Design adder_seq, sky130hd; sources not shown.
Run 1, wires at chosen ports, followed through buffers:
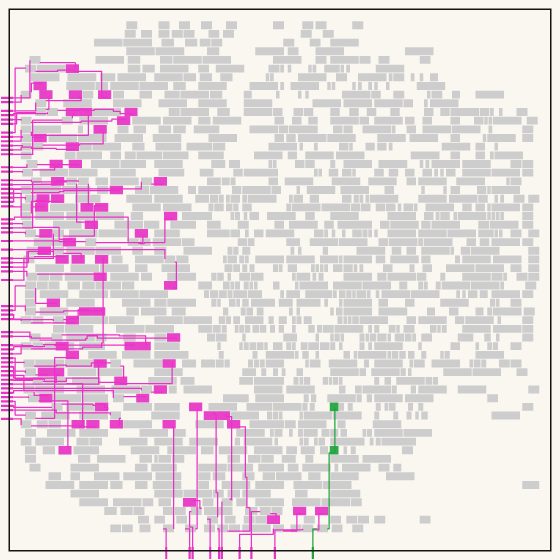
| port | colour | bits | direction | end cells | buffers | wire |
|---|---|---|---|---|---|---|
| `out_ready` | green | 1 | input | 2 | 1 | 48.1 um |
| `b` | magenta | 64 | input | 64 | 64 | 1960 um |
I/O pin count: 199
I/O Buffers: 198

Run 1, wire density map:
Scale bar: 50 um. 34 x 34 tiles, from dark purple (low) to yellow (high), scaled to the fullest tile. Values are wire area over tile area, all layers added.
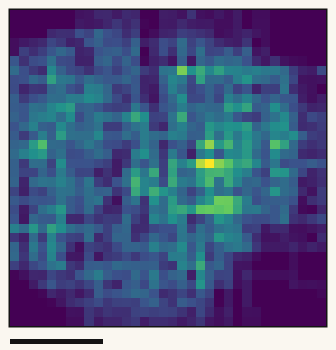
emptiest ninth of the die: south-east
fullest tile: 0.73
mean over tiles: 0.17
tiles over half the peak: 6.9%
densest ninth of the die: centre
nearly empty tiles: 12%
routed wire length: 30800 um
WL per Instance: 20.7 um
total number of vias: 8521

Run 1, sizing map:
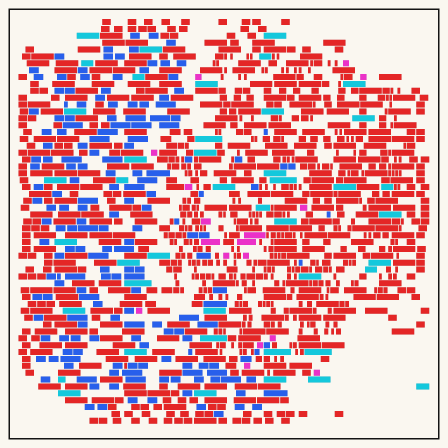
| size | colour | cells |
|---|---|---|
| drive 1 or less | red | 907 |
| drive 3 to 4 | magenta | 17 |
| drive 2 | blue | 183 |
| drive 6 and up | cyan | 43 |
Design Area, Final: 15300 um^2
area grow syn2layout: 27.1%
final setup margin: 3.89 ns

Run 1, track usage over the die:
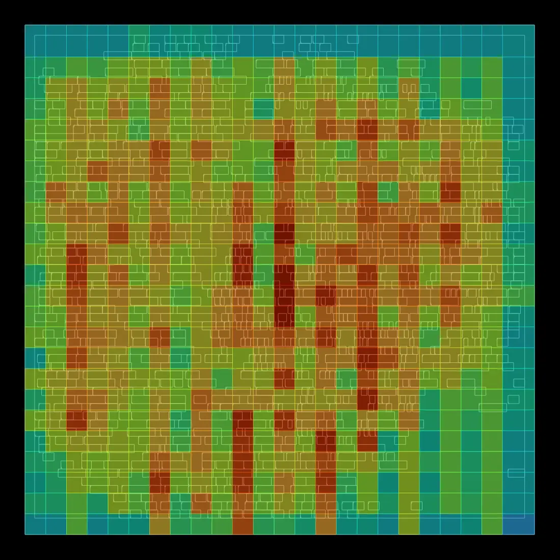
grt met2 use: 34.8%
global routing met3 resource utilization: 4.50%
most used routing layer: met2
GRT met1 Usage: 30.3%
Util after Layout: 58.4%

==> flow_summary_export.csv, run 1 <==
group,metric,value,unit
drt,maxUsedRoutingLayer,"met4",
critical_path,critical_path_class,"reg -> reg",
power,p_comb_share,52.9,%
yosys,synth-edff-count,0,
floorplan,die_y,169,um
layout,clkCellAreaFrac,6.80,%
critical_path,startpoint_type,"flop",
power,pg_seq,0.00240,W
power,clock_power_share,17.8,%
drt,drcViolationCount,0,
yosys,synthXorXnorAreaFrac,0.928,%
layout,buffers,207,
power,ir_drop,0.349,mV
global_routing,grt.total_usage,21.5,%
yosys,synth_seq_share,55.0,%
layout,final_cell_mix,"dfrtp_1, clkdlybuf4s50_1, mux2_2",
layout,sh_comb_area,33.5,%
yosys,synth_warnings,0,
global_routing,grt-ovfl-total,0,
power,p_sw_share,42.3,%
placement,hpwl,21100,um
layout,seq_area,6610,um^2
drt,met2WireLength,14600,um
clock_network,clock_latency,0.56,ns
sta,fin_crit,4.01,ns
layout,layout_top_cell,"dfrtp_1",
power,total_power,0.00819,W
floorplan,coreArea,26100,um^2
sta,fin_crit_sh,50.7,%
layout,fillers,2150,
layout,comb_cells,619,
sta,setup_viol,0,
critical_path,critical_path.max_stage_delay,0.95,ns
clock_network,clk_pin_slew,0.06,ns
global_routing,grt_max_degree,120,
critical_path,crit_slowest_cell,"dfrtp_2",
layout,flops,264,
placement,gp_congestion,0.909,
layout,fin_nets,1284,
power,powerClk,0.00146,W
global_routing,antenna_found_initial,0,
power,powerComb,0.00434,W
critical_path,crit_top_cell,"fa_1",
clock_network,holdBufCountCts,0,
sta,finClkSkew,0.0303,ns
yosys,yosys-stat-area,12000,um^2
layout,combGateArea,5110,um^2
yosys,yosysUniqueCellTypes,57,
critical_path,r2r_slack,3.89,ns
yosys,yosys_most_used_dff,"dfrtp_1",
yosys,synthCells,957,
sta,slew_headroom,23.0,%
power,power.leakage,6.57,nW
global_routing,first_global_vias,8853,
job,tool_warnings,33,
job,cap_violations,0,
critical_path,cp.buffers_inverters,0,
sta,rsz0062_at_grt,"no",
yosys,async_flop_share,100,%
clock_network,cts_tree,"yes",
yosys,synthesis.area,12000,um^2
yosys,aoi_share,11.8,%
sta,hold_viol,0,
critical_path,crit_cells,9,
layout,seq_area_share,43.3,%
clock_network,cts_resized,0,
critical_path,path_cells,"mux4_2, fa_1, fa_1, a21o_1, a311o_1, a21oi_1, o21ai_1, xnor2_2, o21ai_0",
yosys,avgSynthCellArea,12.5,um^2
outcome,status,"completed",
critical_path,crit_family,"AND-OR/OR-AND gates",
clock_network,clockRootBuffer,"clkbuf_16",
drt,m1WireLength,13400,um
yosys,logic_family,"multiplexers",
layout,largest_class,"registers",
sta,slew_viol_final,0,
drt,ant_nets,0,
critical_path,cp.required,8.31,ns
power,p_switching,0.00346,W
placement,dp.cells,1434,
placement,pre_cts_ws,3.95,ns
clock_network,cts_setup_buffers,0,
yosys,yosysCellCount,957,
yosys,mux_share,18.6,%
floorplan,taps,335,
power,p_per_area,537,nW/um^2
clock_network,clock-sinks,264,
yosys,synth-simple-area-share,8.43,%
drt,vias_per_cell,5.74,
layout,diodes,0,
sta,worstMarginPinSlew,1.15,ns
layout,clock_buffers,35,
[run 1: cell usage after synthesis, types with 5 or more instances]
library cell | number | area (um^2)
clkbuf_1 | 32 | 120
a221oi_1 | 36 | 315
xnor2_1 | 5 | 43.8
and3_1 | 23 | 144
o21ai_0 | 38 | 190
nand2_1 | 70 | 263
a22o_1 | 49 | 429
inv_1 | 9 | 33.8
buf_2 | 31 | 155
a21oi_1 | 36 | 180
nand3_1 | 12 | 60.1
mux4_2 | 32 | 721
a31o_2 | 5 | 43.8
mux2_2 | 128 | 1440
mux2i_1 | 7 | 70.1
ha_1 | 21 | 263
and2_1 | 6 | 37.5
nor2_1 | 87 | 327
dfrtp_1 | 263 | 6580
--- run 2 (diff from run 1) ---
clock period = 4.1 ns   (was 7.9 ns; I/O delays follow)
==> run 2 against run 1 <==
The flow now finishes with violations (negative hold slack). Die size unchanged. Synthesized cell count stayed put. Global-route usage is 0.56 points lower. Non-clock buffer count increased by 7. Critical path depth did not move. Critical endpoint is now s[8]. Largest power group unchanged.
==> flow_summary_export.csv, run 2 <==
group,metric,value,unit
yosys,syn_nets,1112,
power,power.leakage,6.56,nW
yosys,synth_seq_share,55.0,%
global_routing,busiest_layer,"met2",
power,p_per_area,1020,nW/um^2
yosys,synthDominantCellAreaShare,54.8,%
clock_network,cts_resized,0,
drt,met2WireLength,14000,um
drt,firstDrtPassIters,5,
sta,worstMarginPinSlew,0.905,ns
power,total_power,0.0156,W
sta,hold_viol,63,
critical_path,critical_path.max_stage_delay,0.61,ns
global_routing,grtUsageMet3,4.73,%
critical_path,cp.required,4.58,ns
layout,comb_cells,619,
clock_network,clock-sinks,264,
clock_network,clk_path_buf_depth,3,
clock_network,cts_tree,"yes",
layout,final_cell_mix,"dfrtp_1, clkdlybuf4s50_1, mux2_2",
sta,finalSetupTns,0,ns
sta,setup_viol,0,
sta,finClkSkew,0.0173,ns
yosys,synthesis.area,12000,um^2
critical_path,crit_slowest_cell,"xor2_1",
drt,drcViolationCount,0,
layout,diodes,0,
outcome,violations,"negative hold slack",
yosys,synth_flops,264,
clock_network,clk_pin_slew,0.06,ns
sta,fin_crit_sh,89.6,%
critical_path,arrival,4.15,ns
placement,dp.cells,1441,
drt,m1WireLength,13200,um
yosys,avgSynthCellArea,12.5,um^2
critical_path,critical_path_class,"reg -> reg",
placement,io_buffers,198,
critical_path,crit_cells,9,
floorplan,fp_util,45.9,%
global_routing,antenna_found_initial,1,
yosys,post-synth-top-area-cell,"dfrtp_1",
floorplan,chipArea,28700,um^2
yosys,yosys_most_used_dff,"dfrtp_1",
yosys,yosysUniqueCellTypes,57,
critical_path,r2r_slack,0.43,ns
sta,slew_headroom,39.7,%
critical_path,cp.buffers_inverters,0,
drt,met3WireLength,2170,um
layout,drive_gt1_share,21.1,%
layout,syn_to_final_growth,26.8,%
drt,ant_nets,0,
clock_network,cts_setup_buffers,0,
layout,fin_cells,1493,
critical_path,startpoint_type,"flop",
layout,fin_nets,1292,
layout,combGateArea,5090,um^2
drt,first_iter_violations,698,
critical_path,end_kind,"flop",
global_routing,met1_usage,29.9,%
clock_network,numCtsBuffers,29,
layout,seq_area,6610,um^2
critical_path,r2r_cells,9,
critical_path,crit_family,"AND-OR/OR-AND gates",
layout,buffers,214,
power,ir_drop,0.694,mV
floorplan,die_y,169,um
layout,clock_buffers,46,
sta,rsz0062_at_grt,"no",
layout,largest_class,"registers",
floorplan,pin_count,199,
min_path,hp-class,"in -> async",
drt,vias_per_cell,5.69,
yosys,synth.most_common_cell,"dfrtp_1",
yosys,synth_warnings,0,
clock_network,holdBufCountCts,0,
critical_path,path_cells,"mux4_2, fa_1, fa_1, a21o_1, a31o_2, a21oi_1, a21boi_0, xor2_1, a31o_2",
layout,clkCellAreaFrac,6.00,%
job,tool_warnings,35,
layout,sh_comb_area,33.4,%
layout,design_area,15200,um^2
global_routing,first_global_vias,8838,
outcome,status,"complete, but fails checks",
sta,slew_viol_final,0,
clock_network,htreeDepth,1,
layout,inverters,9,
layout,layout_top_cell,"dfrtp_1",
placement,hpwl,20900,um
yosys,ys_top_cells_by_count,"dfrtp_1, mux2_2, nor2_1",
yosys,async_flop_share,100,%
yosys,synth-edff-count,0,
global_routing,grt_pass1_wl,48400,um
placement,dpl_cell_area,14300,um^2
yosys,yosysCellCount,957,
yosys,topCellsByArea,"dfrtp_1, mux2_2, mux4_2, a22o_1, nor2_1",
floorplan,die_w,169,um
global_routing,grt-ovfl-total,0,
sta,timing.fmax,272,MHz
yosys,yosys-stat-area,12000,um^2
critical_path,crit_fanout,11,
drt,maxUsedRoutingLayer,"met5",
layout,flops,264,
clock_network,clockRootBuffer,"clkbuf_16",
sta,fin_crit,3.67,ns
yosys,synthCells,957,
layout,fillers,2166,
job,cap_violations,0,
placement,gp_congestion,0.923,
floorplan,taps,335,
sta,timing.hold.ws,-0.0319,ns
global_routing,grt_max_degree,130,
layout,buffer_area_share,14.2,%
clock_network,clock_latency,0.54,ns
global_routing,met2_usage,33.3,%
run 2: metrics by stage:
stage,worst slack [ns],hold WS [ns]
after floorplan,0.778,0.114
after global placement,0.511,0.454
after detailed placement,0.400,0.464
after CTS,0.383,0.00187
after global routing,0.192,0.0461
final,0.426,-0.0319
run 2: cells by family after synthesis:
| kind of cell | synth area share [%] |
|---|---|
| simple gates | 8.43 |
| xor+xnor | 0.928 |
| flops | 55.0 |
| buf+inv | 2.65 |
| mux | 18.6 |
| compound gates | 11.8 |
| fa+ha+maj | 2.52 |
run 2: power by group:
group / switching (W) / internal, W
Sequential: 0.000738 / 0.00382
Combinational: 0.00482 / 0.00374
Clock: 0.00100 / 0.00146
Run 2, placement by cell class:
Scale bar: 50 um.
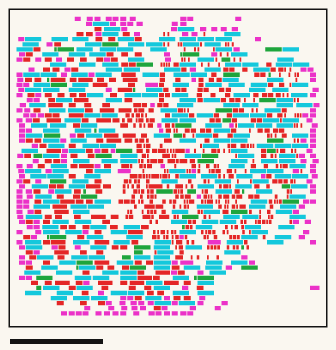
| class | colour | cells | share of their area |
|---|---|---|---|
| all other logic | red | 628 | 35% |
| clock drivers and dummy loads | green | 52 | 6.2% |
| flip-flops | cyan | 264 | 45% |
| other buffers and delay cells | magenta | 214 | 15% |
CORE AREA: 26100 um^2
Rows: 59
flop share of the area: 43.4%
Util after Layout: 58.2%

Run 2, wires at chosen ports, followed through buffers:
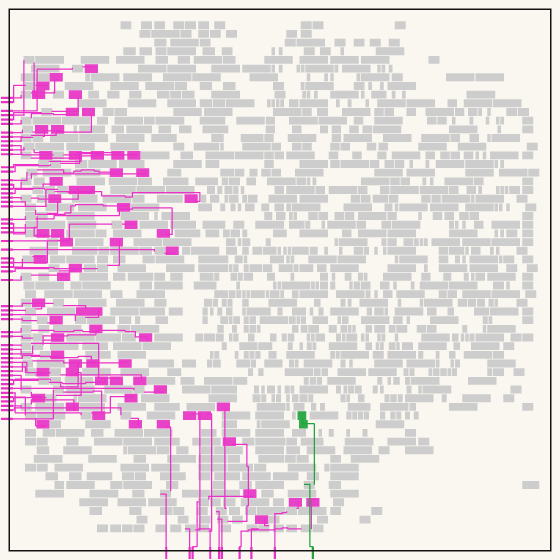
| port | colour | bits | direction | end cells | buffers | wire |
|---|---|---|---|---|---|---|
| `out_ready` | green | 1 | input | 2 | 1 | 47.4 um |
| `b` | magenta | 64 | input | 64 | 64 | 1850 um |

Run 2, wire density map:
Scale bar: 50 um. 34 x 34 tiles, from dark purple (low) to yellow (high), scaled to the fullest tile. Values are wire area over tile area, all layers added.
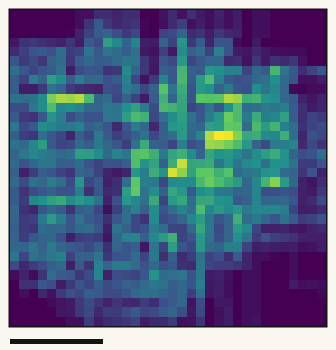
Total Routing Usage GR: 20.9%
total number of vias: 8494
WL per Instance: 20.1 um
routed wire length: 30000 um

Power and IR drop assume default switching activity.
